===== config.mk =====
export PLATFORM = sky130hd
export DESIGN_NAME = ack_retransmit_ctrl
export DESIGN_NICKNAME = d
export VERILOG_FILES = /design/src/rtl/ack_retransmit_ctrl.sv
export SDC_FILE = /design/constraint.sdc
export NUM_CORES = 1
export LEC_CHECK = 0
export ABC_AREA = 0
export CORE_MARGIN = 2
export CORE_UTILIZATION = 59
export CTS_BUF_LIST = sky130_fd_sc_hd__clkbuf_16
export CTS_CLUSTER_DIAMETER = 80
export DETAILED_ROUTE_END_ITERATION = 12
export MAX_ROUTING_LAYER = met4
export PLACE_DENSITY = 0.83
export SKIP_LAST_GASP = 1
export SLEW_MARGIN = 20
export SYNTH_ARGS = -nofsm -noshare
export SYNTH_HDL_FRONTEND = slang
export SYNTH_SLANG_ARGS = --single-unit

===== constraint.sdc =====
create_clock -name clk -period 3 [get_ports clk]
set_input_delay 0.45 -clock clk [delete_from_list [all_inputs] [get_ports clk]]
set_output_delay 0.45 -clock clk [all_outputs]
set_load 0.02 [all_outputs]

===== src/rtl/ack_retransmit_ctrl.sv =====
// Alternating-bit ACK/retransmit controller: sends a packet, waits for a matching ACK,
// retransmits on timeout up to MAX_RETRIES times, then latches a link error until cleared.
module ack_retransmit_ctrl #(
    parameter int unsigned TIMEOUT_CYCLES = 500000,
    parameter int unsigned MAX_RETRIES    = 7
) (
    input  logic       clk,
    input  logic       rst_l,
    input  logic       update_data,
    input  logic       send_done,
    input  logic       ack_received,
    input  logic       ack_seqNum,
    input  logic       clear_error,
    output logic       send_data,
    output logic       sender_seqNum,
    output logic [3:0] retry_count,
    output logic [3:0] acks_ok_cnt,
    output logic       busy,
    output logic       link_error
);

    localparam int unsigned TimerW = (TIMEOUT_CYCLES > 1) ? $clog2(TIMEOUT_CYCLES) : 1;
    localparam logic [TimerW-1:0] TimerLast = TimerW'(TIMEOUT_CYCLES - 1);
    localparam logic [3:0] MaxRetries = 4'(MAX_RETRIES);

    typedef enum logic [2:0] {StIdle, StSend, StWaitDone, StWaitAck, StError} state_e;

    state_e            state_q, state_d;
    logic [TimerW-1:0] timer_q, timer_d;
    logic              pending_q, pending_d;
    logic              seq_q, seq_d;
    logic [3:0]        retry_q, retry_d;
    logic [3:0]        acks_q, acks_d;
    logic              ack_match;
    logic              timeout;

    assign ack_match = ack_received && (ack_seqNum == seq_q);
    assign timeout   = (timer_q == TimerLast);

    always_ff @(posedge clk or negedge rst_l) begin
        if (!rst_l) begin
            state_q   <= StIdle;
            timer_q   <= '0;
            pending_q <= 1'b0;
            seq_q     <= 1'b0;
            retry_q   <= '0;
            acks_q    <= '0;
        end else begin
            state_q   <= state_d;
            timer_q   <= timer_d;
            pending_q <= pending_d;
            seq_q     <= seq_d;
            retry_q   <= retry_d;
            acks_q    <= acks_d;
        end
    end

    always_comb begin
        state_d = state_q;
        unique case (state_q)
            StIdle:     if (update_data || pending_q) state_d = StSend;
            StSend:     state_d = StWaitDone;
            StWaitDone: if (send_done) state_d = StWaitAck;
            StWaitAck: begin
                // A matching ACK wins over a timeout landing on the same cycle.
                if (ack_match) begin
                    state_d = StIdle;
                end else if (timeout) begin
                    state_d = (retry_q < MaxRetries) ? StSend : StError;
                end
            end
            StError:    if (clear_error) state_d = StIdle;
            default:    state_d = StIdle;
        endcase
    end

    always_comb begin
        timer_d   = timer_q;
        pending_d = pending_q;
        seq_d     = seq_q;
        retry_d   = retry_q;
        acks_d    = acks_q;

        // Requests arriving while busy collapse into a single deferred send.
        if (state_q == StIdle) begin
            pending_d = 1'b0;
        end else if (update_data) begin
            pending_d = 1'b1;
        end

        if (state_q == StWaitDone && send_done) begin
            timer_d = '0;
        end

        if (state_q == StWaitAck) begin
            if (ack_match) begin
                seq_d   = ~seq_q;
                acks_d  = acks_q + 4'd1;
                retry_d = '0;
            end else if (timeout) begin
                if (retry_q < MaxRetries) retry_d = retry_q + 4'd1;
            end else begin
                timer_d = timer_q + TimerW'(1);
            end
        end

        if (state_q == StError && clear_error) begin
            retry_d   = '0;
            pending_d = 1'b0;
        end
    end

    always_comb begin
        send_data  = (state_q == StSend);
        busy       = (state_q != StIdle);
        link_error = (state_q == StError);
    end

    assign sender_seqNum = seq_q;
    assign retry_count   = retry_q;
    assign acks_ok_cnt   = acks_q;

endmodule

==> qor.csv, run 1 <==
stage,metric,value,unit
status,run status,finished clean,
final_timing,Final Hold Viols,0,
synth,"area leader, netlist",dfrtp_1,
global_routing,initial antenna violation count,0,
power,worst vdd ir,0.734,mV
job,tool warnings,26,
detailed_routing,Final ANT Viol Nets,0,
clock_network,TritonCTS Buffers,5,
layout,register area,801,um2
clock_network,Clock Path Buffers,2,
critical_path,Critical Path End Type,output port,
critical_path,end point of the critical path,busy,
synth,Top cell area share,46.6,%
detailed_routing,vias per inst,6.19,
synth,synthesized instance count,184,
global_routing,vias in the first global route,1385,
layout,Area growth syn-to-layout,20.7,%
power,Psw,565,uW
power,Power Dens Cells,766,nW/um2
synth,Syn. warnings,0,
die,Die H,57.9,um
critical_path,Worst setup SP type,flip-flop,
critical_path,Crit Path Category,reg2out,
global_routing,global-route wire length before repair,6.32,mm
synth,Avg Inst Size Synth,9.33,um2
final_timing,Setup TNS,0,ns
critical_path,Critical path buffers and inverters,1,
layout,diode count,0,
critical_path,crit path cell chain,or3_1 > clkdlybuf4s50_1,
clock_network,cts hold-fix bufs,0,
global_routing,largest net degree at the start of global routing,33,
detailed_routing,drt initial violations,70,
final_timing,min Tclk post-route,2.16,ns
layout,ratio of cells with drive above 1 in the final layout,6.73,%
final_timing,Final Cycle Share,72.1,%
die,Starting Density,62.3,%
final_timing,fin. max-slew vios,0,
die,core area,2760,um2
critical_path,"Slowest-stage cell, CP",clkdlybuf4s50_1,
critical_path,Worst Setup SP,state_q[0],
detailed_routing,router iterations before antenna repair,5,
final_timing,maximum clock frequency,463,MHz
min_path,worst hold-check path type,reg2reg,
critical_path,Critical Path AT,1.71,ns
synth,Synth Cell Area,1720,um2
layout,logic area,887,um2
layout,fillers,203,
synth,post-synth cell types,40,
detailed_routing,detailed-route via count,1480,
global_routing,grt met3 use,6.92,%
final_timing,RSZ-0062 raised after global routing,false,
die,die width,57.9,um
power,leakage,0.000912,uW
power,Comb pwr share,31.7,%
die,Rows,19,
layout,Nets,217,
clock_network,CTS root buffer,clkbuf_16,
critical_path,Crit. path cell count,2,
critical_path,worst path required time,2.55,ns
synth,yosys stat area,1720,um2
place,hpwl dp,2.67,mm
critical_path,"delay-heaviest family, CP",buffers and inverters,
place,Cells after DPL,231,
critical_path,R2R setup slack,1.01,ns
global_routing,GRT overflow,0,
critical_path,CP max stage delay,0.55,ns
synth,Top area cell types,"dfrtp_1 47%, nand2_1 6.6%, nand3_1 5.8%",
detailed_routing,# DRC,0,
power,sw frac,35.6,%
place,final estimated routing congestion in global placement,0.849,
job,max cap viols,0,
final_timing,Final Setup Violations,0,
clock_network,htree depth,2,
synth,Mapped Nets,194,
clock_network,CTS tree,done,
die,IO Pins,19,
critical_path,Worst R2R End,timer_q[18],
synth,# Cells Yosys,184,
critical_path,Worst Path Max Fanout,7,
clock_network,Worst-path clk slew,0.05,ns
critical_path,reg2reg start,timer_q[0],
synth,ys flops,32,
synth,"Seq share, synth",46.6,%
power,Flop pwr share,38.2,%
power,total power,1590,uW
clock_network,postcts setup bufs,0,
place,port bufs,18,
die,Die Size,3360,um2
clock_network,Sink Count,32,
## run 1: power groups by stage
stage	Sequential [uW]	Combinational (uW)	Clock (uW)
2_1_floorplan	624	296	0
3_3_place_gp	602	487	0
3_5_place_dp	612	503	0
4_1_cts	606	505	485
5_1_grt	620	552	501
6_report	606	503	477
## run 1: cell type report
class / instances / area share [%]
timing repair buffer: 20 / 9.42
sequential: 32 / 38.6
inverter: 3 / 0.543
multi-input combinational: 145 / 42.8
clock buffer: 5 / 6.04
clock inverter: 3 / 0.664
tap: 31 / 1.87
## run 1: placed cells by master, fill, tap and decap left out, types with 5 or more instances in the layout
master / n
nor2_1: 11
mux2i_1: 7
nand4_1: 6
nand2_1: 30
clkdlybuf4s50_1: 18
clkbuf_16: 5
xnor2_1: 5
a21oi_1: 9
dfrtp_1: 32
o21ai_0: 8
nand3_1: 20
## run 1: registers in the layout, summed over array words and instances, names as in the netlist
signal	count
state_q	3
retry_count	4
sender_seqNum	1
pending_q	1
timer_q	19
acks_ok_cnt	4
## run 1: metrics by stage
step	hold WS (ns)	utilization [%]	setup WS, ns	cell area [um2]
6_report	0.469	75.1	0.838	2070
5_1_grt	0.482	75.1	0.790	2070
4_1_cts	0.473	75.1	0.836	2070
3_5_place_dp	0.462	70.1	0.643	1930
3_3_place_gp	0.458	70.1	0.707	1930
2_1_floorplan	0.154	-	1.26	1720
## run 1: synth_stat cells, drive strengths merged
master,instances
mux2i,7
nand3b,2
a221o,1
a21oi,10
and3b,1
nor4bb,1
a21o,2
xnor2,5
nand2b,1
nor4b,2
o211ai,2
o32ai,1
nor2,12
a31oi,1
nor4,3
ha,3
and3,4
nor2b,1
o21a,1
or3,3
o31ai,4
dfrtp,32
buf,2
o21ai,9
nand3,20
nand4b,1
clkbuf,2
and4,2
or4,4
inv,3
nor3,4
a41oi,1
nand4,6
nand2,30
o211a,1
## run 1: worst register-to-register path: stages, from the launching register on
cell	delay [ns]
dfrtp_1	0.42
ha_1	0.25
and4_1	0.22
nand4_1	0.18
o21ai_2	0.17
or4_1	0.53
a21oi_1	0.15
## run 1: how the worst min path moves through the flow
| stage | start | to |
|---|---|---|
| floorplan | rst_l | acks_ok_cnt[0] |
| global placement | acks_ok_cnt[3] | acks_ok_cnt[3] |
| detailed placement | acks_ok_cnt[3] | acks_ok_cnt[3] |
| CTS | acks_ok_cnt[3] | acks_ok_cnt[3] |
| global route | acks_ok_cnt[3] | acks_ok_cnt[3] |
| finish | acks_ok_cnt[3] | acks_ok_cnt[3] |
## run 1: routing by layer
metal	share of wire [%]	wire, um	up-vias
li1	-	-	730
met1	44	1660	703
met2	48	1820	39
met3	5.4	201	8
met4	1.8	68	0
met5	0	0	-
## run 1: cells by family after synthesis
| logic type | count (synthesis) | synth area share, % |
|---|---|---|
| AND/OR/NAND/NOR | 97 | 30.0 |
| AND-OR/OR-AND | 33 | 12.9 |
| adder cells (fa/ha/maj) | 3 | 2.19 |
| multiplexers | 7 | 4.08 |
| XOR/XNOR | 5 | 2.55 |
| flip-flops | 32 | 46.6 |
| buffers and inverters | 7 | 1.68 |
Fig. 1: run 1, signal wires by layer
Scale bar: 20 um.
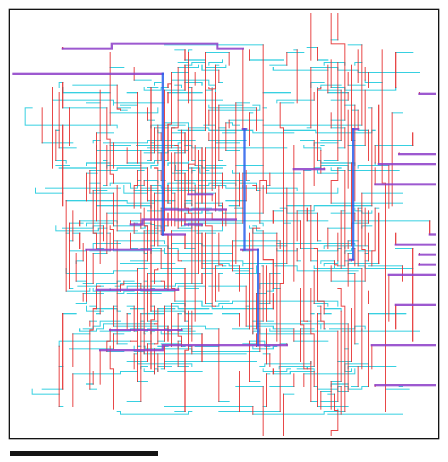
layer	colour	wire length
met1	cyan	1660 um
met2	red	1820 um
met4	blue	68.7 um
met3	purple	201 um
Global Route Usage Sum: 26.0%
WL/cell: 15.7 um
final wirelength: 3.75 mm

Fig. 2: run 1, routed clock nets over the placement
Scale bar: 20 um.
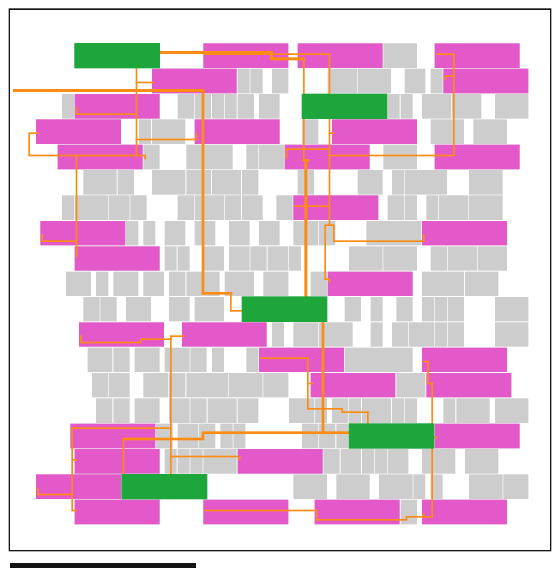
[clock wires] orange | length: 429 um
[cells driving clock nets] green | count: 5
[flip-flops] magenta | count: 32
routed clock nets	6
flops lie	spread over the die
Clock group: 477 uW
Clock Skew: 0.00429 ns
clk_lat worst skew: 0.28 ns
Clock power frac: 30.1%

Fig. 3: run 1, routing congestion map
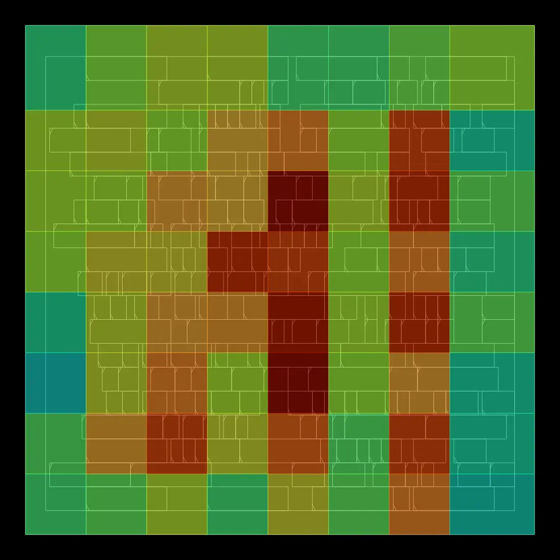
Finished Core Util: 75.1%
GR Layer Usage met1: 32.0%
GRT Max-Usage Layer: met2
met2 GRT Util: 40.1%

Fig. 4: run 1, sequential cells coloured by netlist name
Other sequential cells in the stronger grey, the rest of the logic in the fainter grey.
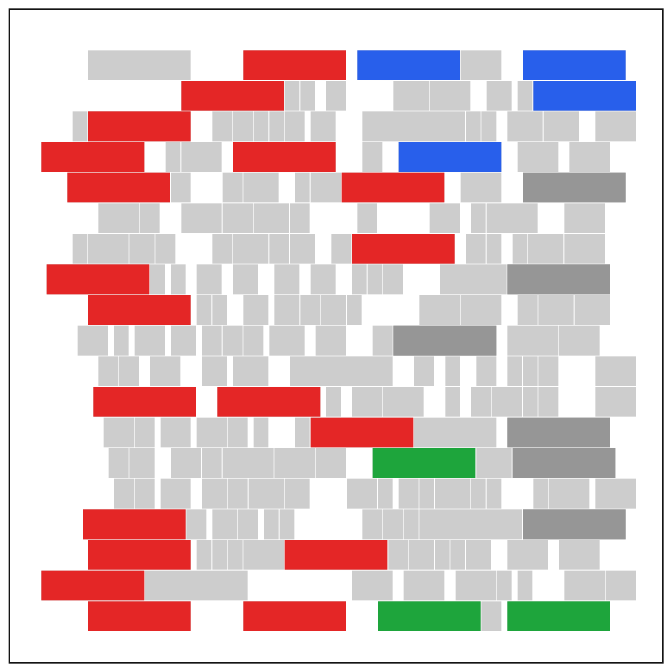

==> run 1 -> run 2 <==
Settings changed: CORE_UTILIZATION 59 to 50, PLACE_DENSITY 0.83 to 0.75.
Clock period 3 ns to 1.9 ns, I/O delays scaled along.
Fig. 5: run 2, sequential cells coloured by netlist name
Other sequential cells in the stronger grey, the rest of the logic in the fainter grey.
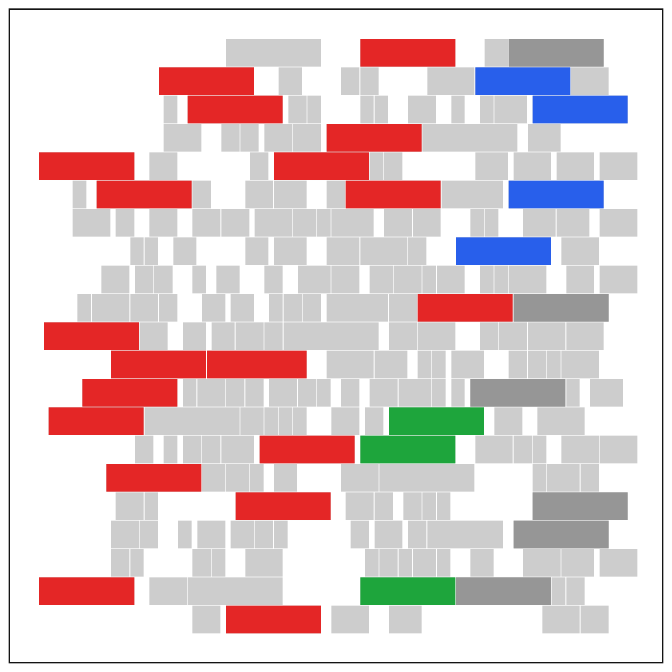
name in the netlist	colour	sequential cells
timer_q	red	19
state_q	green	3
acks_ok_cnt	blue	4
not coloured	6
Seq power: 962 uW
register area: 802 um2
Finished Core Util: 68.5%
flop share of the area: 35.4%

Fig. 6: run 2, routing congestion map
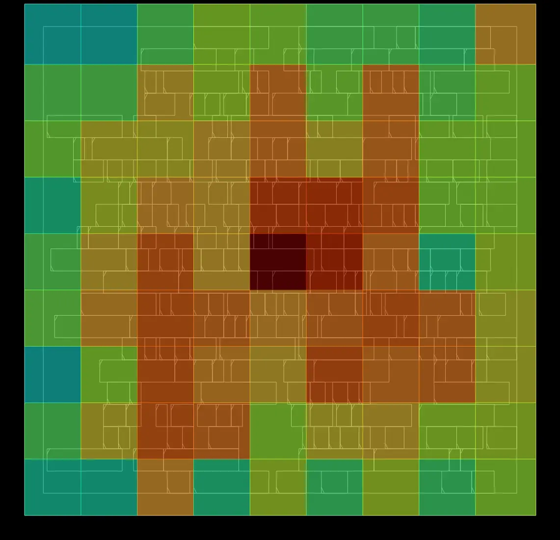
GR Layer Usage met1: 28.7%
met2 GRT Util: 45.8%

Fig. 7: run 2, met4 routing
Cells faint in the background.
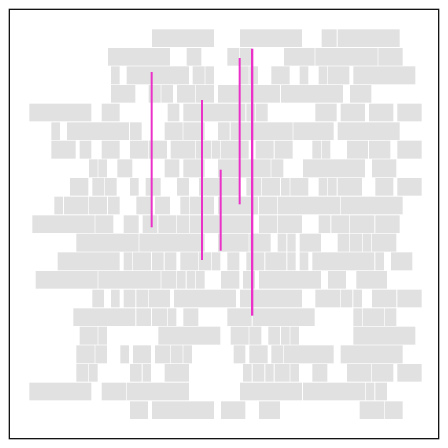
main direction	vertical
share of all routed wire	2.6%
wire length on this layer	117 um
nets with wire on the layer	5
final wirelength: 4.55 mm
detailed-route via count: 1639

==> run 2 against run 1 <==
Sequential cell count stayed put. Register-to-register slack worse by 0.97 ns. Die size is 17% higher. First-iteration DRC count is 14% higher. Critical path type is now reg2reg.
==> qor.csv, run 2 <==
stage,metric,value,unit
status,run status,finished clean,
synth,Top cell area share,46.6,%
synth,Top area cell types,"dfrtp_1 47%, nand2_1 6.6%, nand3_1 5.8%",
clock_network,TritonCTS Buffers,5,
die,IO Pins,19,
critical_path,Worst R2R End,timer_q[3],
layout,Area growth syn-to-layout,32.1,%
synth,Top non-seq family,simple AND/OR/NAND/NOR gates,
clock_network,Worst-path clk slew,0.05,ns
die,Rows,21,
synth,Post-synth top flop,dfrtp_1,
synth,"XOR Share, Synth",2.55,%
final_timing,maximum clock frequency,537,MHz
clock_network,CTS root buffer,clkbuf_16,
layout,Biggest register,timer_q,
global_routing,GRT overflow,0,
job,tool warnings,27,
final_timing,RSZ-0062 raised after global routing,true,
clock_network,cts hold-fix bufs,0,
clock_network,clk_lat worst skew,0.28,ns
critical_path,"Slowest-stage cell, CP",dfrtp_1,
critical_path,CP max stage delay,0.40,ns
synth,simple share,30.0,%
job,max cap viols,0,
detailed_routing,# DRC,0,
synth,Post-synth EDFFs,0,
detailed_routing,router iterations before antenna repair,5,
layout,fillers,274,
clock_network,Clock Path Buffers,2,
synth,yosys stat area,1720,um2
final_timing,Hold Slack,0.412,ns
final_timing,Final Cycle Share,97.9,%
synth,ys flops,32,
synth,most frequent cells after synthesis,"32 x dfrtp_1, 30 x nand2_1, 20 x nand3_1",
power,Psw,958,uW
layout,max reg flops,19,
synth,Post-Synth AOI/OAI Area,12.9,%
power,Comb pwr share,36.5,%
critical_path,worst path required time,2.10,ns
place,hpwl dp,3.09,mm
global_routing,Global Route Usage Sum,25.8,%
layout,most common logic cells in the final layout,"31 x dfrtp_1, 30 x nand2_1, 20 x nand3_1, 20 x buf_4, 15 x clkdlybuf4s50_1",
place,port bufs,18,
critical_path,Worst setup SP type,flip-flop,
synth,Mux area share,4.08,%
final_timing,Final Hold Viols,0,
synth,Syn. warnings,0,
critical_path,Crit Path Category,reg2reg,
clock_network,CTS tree,done,
final_timing,fin. max-slew vios,0,
global_routing,initial antenna violation count,0,
power,Power Dens Cells,1180,nW/um2
final_timing,min Tclk post-route,1.86,ns
synth,post-synth cell types,40,
power,Clock power frac,27.6,%
layout,diode count,0,
critical_path,Critical Path AT,2.06,ns
die,core area,3310,um2
die,Die Size,3920,um2
synth,Yosys top cell by instances,dfrtp_1,
die,die width,62.6,um
global_routing,largest net degree at the start of global routing,33,
layout,Nets,236,
synth,"Seq share, synth",46.6,%
detailed_routing,WL/cell,16.7,um
final_timing,Clock Skew,0.00292,ns
die,Die H,62.6,um
critical_path,crit path cell chain,ha_4 > and4_1 > nand4_1 > buf_4 > o21a_2 > nand4_1 > mux2i_1,
synth,synthesized instance count,184,
critical_path,Worst Path Max Fanout,8,
critical_path,reg2reg start,timer_q[1],
place,final estimated routing congestion in global placement,0.965,
die,Starting Density,51.9,%
synth,Async SR Flop Fraction,100,%
clock_network,Sink Count,32,
detailed_routing,Final ANT Viol Nets,0,
global_routing,vias in the first global route,1632,
synth,Synth Cell Area,1720,um2
power,Flop pwr share,35.8,%
synth,Avg Inst Size Synth,9.33,um2
layout,ratio of cells with drive above 1 in the final layout,16.8,%
synth,"Adder Share, Synth",2.19,%
run 2: power by group through the flow:
stage	combinational, uW	sequential [uW]	clock (uW)
finish	981	962	742
detailed placement	947	960	0
global route	1070	984	790
CTS	938	954	754
floorplan	468	985	0
global placement	903	946	0
run 2: logic make-up after synthesis:
group | Yosys count
AND/OR/NAND/NOR | 97
AND-OR/OR-AND | 33
flip-flops | 32
buffers and inverters | 7
multiplexers | 7
XOR/XNOR | 5
adder cells (fa/ha/maj) | 3
run 2: through the flow:
step,area [um2],instances,setup slack [ns],TNS (ns)
finish,2270,272,0.0392,0
detailed placement,2060,260,-0.140,-0.659
floorplan,1720,184,0.155,0
CTS,2190,267,0.0218,0
global route,2270,272,-0.0509,-0.114
global placement,2060,260,-0.0648,-0.256
run 2: how the worst max path moves through the flow:
stage / from / end / slack (ns) / cells past startpoint
6_report: timer_q[1] / timer_q[3] / 0.04 / 7
5_1_grt: timer_q[0] / timer_q[3] / -0.05 / 7
4_1_cts: timer_q[1] / timer_q[18] / 0.02 / 6
3_5_place_dp: ack_seqNum / timer_q[3] / -0.14 / 8
3_3_place_gp: ack_seqNum / timer_q[18] / -0.06 / 7
2_1_floorplan: sender_seqNum / timer_q[18] / 0.16 / 5
run 2: repair_timing:
action                                  CTS  global route
setup buffers                             0             5
endpoints found under the setup margin    3            15
pin swaps                                 0             6
resized                                   3            10
run 2: cell type report:
cell class	count	area (um2)	share of cell area (%)
multi-input cells	145	925	40.8
inverters	3	11.3	0.497
repair buffers	39	338	14.9
flip-flops and latches	32	802	35.4
clock inverters	2	8.76	0.386
well taps	46	57.6	2.54
clock buffers	5	125	5.52
run 2: worst max-delay path: cells and delay by family (launching register included):
kind / cells / cell delay [ns]
fa+ha+maj: 1 / 0.17
flops: 1 / 0.40
buf+inv: 1 / 0.21
simple gates: 3 / 0.55
mux: 1 / 0.20
compound gates: 1 / 0.25
run 2: metal layers:
metal	part of all wire [%]	GRT usage, %
met1	41	28.7
met4	2.5	8.33
met5	0	-
met3	5.5	5.95
met2	51	45.8
Fig. 8: run 2, routed clock nets over the placement
Scale bar: 20 um.
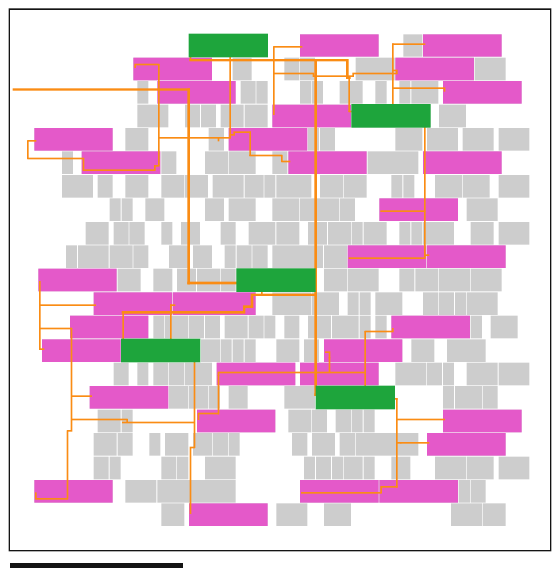

==> run 2 -> run 3 <==
Settings changed: REMOVE_ABC_BUFFERS set to 1.
Fig. 9: run 3, routed clock nets over the placement
Scale bar: 20 um.
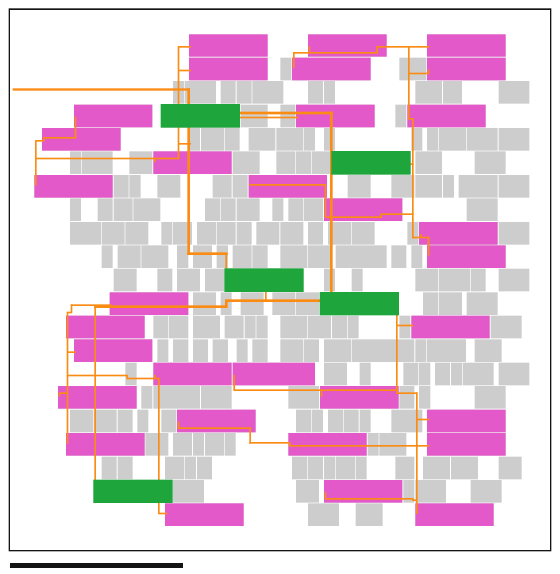
[clock wires] orange | length: 418 um
[flip-flops] magenta | count: 32
[cells driving clock nets] green | count: 5
flops lie	spread over the die
routed clock nets	6
Clock Skew: 0.00905 ns
Clock group: 728 uW
Clock power frac: 27.9%

Fig. 10: run 3, sequential cells coloured by netlist name
Other sequential cells in the stronger grey, the rest of the logic in the fainter grey.
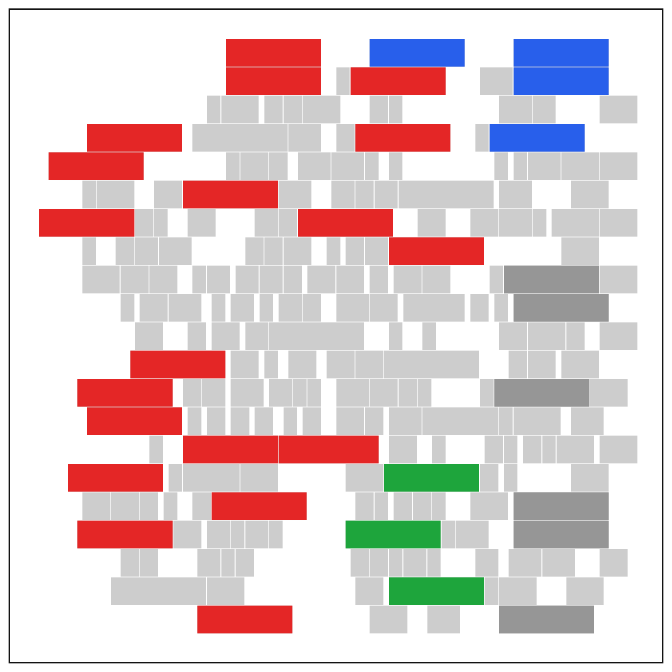
name in the netlist	colour	sequential cells
acks_ok_cnt	blue	4
timer_q	red	19
state_q	green	3
not coloured	6
flop share of the area: 36.5%
Seq power: 955 uW
Finished Core Util: 66.4%

Fig. 11: run 3, signal wires by layer
Scale bar: 20 um.
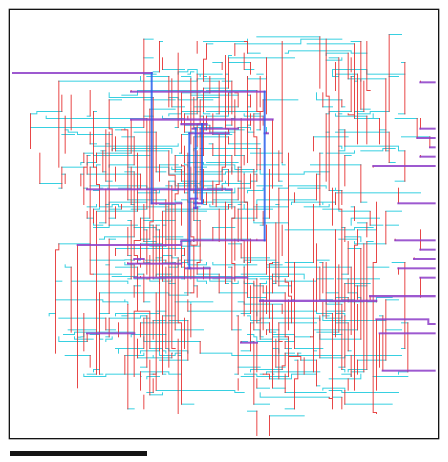
layer	colour	wire length
met1	cyan	1660 um
met4	blue	83.6 um
met2	red	1990 um
met3	purple	263 um
detailed-route via count: 1593
final wirelength: 4.00 mm
Global Route Usage Sum: 23.1%

==> run 3 against run 2 <==
Non-clock buffer count shrank 5. First-iteration DRC count grew 21%. Sequential cell count is the same. Critical endpoint is now timer_q[18]. Sequential power shrank 0.7%. Setup slack gained 0.0046 ns. Register-to-register slack is essentially flat. Critical path type unchanged. Combinational power shrank 5.5%. Hold slack lost 0.0019 ns. Area after synthesis is the same.
==> qor.csv, run 3 <==
stage,metric,value,unit
global_routing,initial antenna violation count,0,
detailed_routing,# DRC,0,
clock_network,Clock Path Buffers,2,
global_routing,global-route wire length before repair,7.02,mm
final_timing,Final Setup Violations,0,
final_timing,final setup margin,0.0437,ns
global_routing,vias in the first global route,1522,
final_timing,maximum clock frequency,539,MHz
layout,Area growth syn-to-layout,28.1,%
clock_network,htree depth,2,
die,Die H,62.6,um
synth,post-synth cell types,40,
detailed_routing,Final ANT Viol Nets,0,
final_timing,Setup TNS,0,ns
power,leakage,0.000978,uW
die,Rows,21,
place,port bufs,18,
synth,Top area cell types,"dfrtp_1 47%, nand2_1 6.6%, nand3_1 5.8%",
layout,Nets,231,
critical_path,"Slowest-stage cell, CP",or4_1,
critical_path,crit path cell chain,ha_2 > and4_1 > nand4_1 > o21ai_2 > or4_1 > a21oi_2,
final_timing,Final Hold Viols,0,
die,Starting Density,51.9,%
power,worst vdd ir,0.639,mV
job,max cap viols,0,
clock_network,clk_lat worst skew,0.28,ns
final_timing,fin. max-slew vios,0,
clock_network,CTS tree,done,
die,die width,62.6,um
final_timing,Final Cycle Share,97.7,%
layout,diode count,0,
detailed_routing,vias per inst,5.97,
min_path,worst hold-check path type,in2async,
clock_network,Worst-path clk slew,0.05,ns
layout,Biggest register,timer_q,
synth,yosys stat area,1720,um2
status,run status,finished clean,
layout,ratio of cells with drive above 1 in the final layout,14.0,%
clock_network,Sink Count,32,
detailed_routing,router iterations before antenna repair,4,
detailed_routing,WL/cell,15.0,um
synth,synthesized instance count,184,
global_routing,GRT overflow,0,
global_routing,largest net degree at the start of global routing,33,
synth,Synth Cell Area,1720,um2
synth,Yosys top cell by instances,dfrtp_1,
layout,max reg flops,19,
die,IO Pins,19,
critical_path,Crit Path Category,reg2reg,
clock_network,cts hold-fix bufs,0,
place,hpwl dp,2.87,mm
layout,most common logic cells in the final layout,"31 x dfrtp_1, 30 x nand2_1, 20 x nand3_1",
synth,"Seq share, synth",46.6,%
synth,Post-synth top flop,dfrtp_1,
layout,most instantiated logic cell after routing,dfrtp_1,
die,Die Size,3920,um2
critical_path,Worst setup SP type,flip-flop,
clock_network,TritonCTS Buffers,5,
place,final estimated routing congestion in global placement,0.987,
synth,Avg Inst Size Synth,9.33,um2
critical_path,Worst Path Max Fanout,7,
critical_path,Critical Path AT,2.05,ns
place,worst slack at placement,-0.120,ns
layout,fin cells,267,
synth,Post-synth EDFFs,0,
final_timing,min Tclk post-route,1.86,ns
synth,ys flops,32,
synth,Syn. warnings,0,
clock_network,CTS root buffer,clkbuf_16,
final_timing,RSZ-0062 raised after global routing,true,
synth,"area leader, netlist",dfrtp_1,
job,tool warnings,26,
detailed_routing,drt initial violations,97,
synth,Async SR Flop Fraction,100,%
critical_path,CP max stage delay,0.55,ns
die,core area,3310,um2
critical_path,Critical Path End Type,flip-flop,
synth,most frequent cells after synthesis,"32 x dfrtp_1, 30 x nand2_1, 20 x nand3_1",
synth,Top cell area share,46.6,%
critical_path,worst path required time,2.10,ns
==> run 3: area by class of cell <==
class / instances / area, um2
fillers: 273 / 1110
multi-input cells: 145 / 898
flip-flops and latches: 32 / 802
repair buffers: 34 / 297
clock buffers: 5 / 125
well taps: 46 / 57.6
inverters: 3 / 11.3
clock inverters: 2 / 7.51
==> run 3: final timing paths <==
path,from,end,slack (ns),cells after the start
max in group asynchronous,rst_l,timer_q[8],1.16,2
min reg2reg,acks_ok_cnt[3],acks_ok_cnt[3],0.49,1
max,timer_q[1],timer_q[18],0.04,6
min,rst_l,pending_q,0.41,2
min in group clk,acks_ok_cnt[3],acks_ok_cnt[3],0.49,1
max reg2reg,timer_q[1],timer_q[18],0.04,6
==> run 3: what timing repair did <==
action / CTS / global route
resized: 3 / 6
setup endpoints to repair: 3 / 5
buffers inserted: 0 / 0
==> run 3: metal layers <==
metal	vias up	GRT usage [%]	wire length, um
li1	757	-	-
met1	770	28.1	1660
met2	55	37.5	1990
met3	11	4.68	263
met4	0	10.3	83
met5	-	-	0
==> run 3: report_power, final <==
group | switching, uW | internal [uW]
logic | 488 | 440
registers | 152 | 803
clock network | 262 | 466
==> run 3: through the flow <==
stage	hold WS (ns)	cell area [um2]	power (uW)
CTS	0.433	2190	2630
detailed placement	0.486	2060	1900
global placement	0.460	2060	1860
floorplan	-0.0106	1700	1440
finish	0.410	2200	2610
global route	0.455	2200	2790
==> run 3: critical path, delay by kind of cell (launching register included) <==
kind / cells / cell delay, ns
DFF: 1 / 0.40
AOI/OAI and AO/OA: 2 / 0.28
and+or+nand+nor: 3 / 0.89
adders and majority gates: 1 / 0.21
==> run 3: cells by family after synthesis <==
logic type	Yosys count	synth area share, %
XOR/XNOR	5	2.55
buffers and inverters	7	1.68
AND/OR/NAND/NOR	97	30.0
adder cells (fa/ha/maj)	3	2.19
AND-OR/OR-AND	33	12.9
multiplexers	7	4.08
flip-flops	32	46.6
Power is estimated from default activity; no workload was simulated.
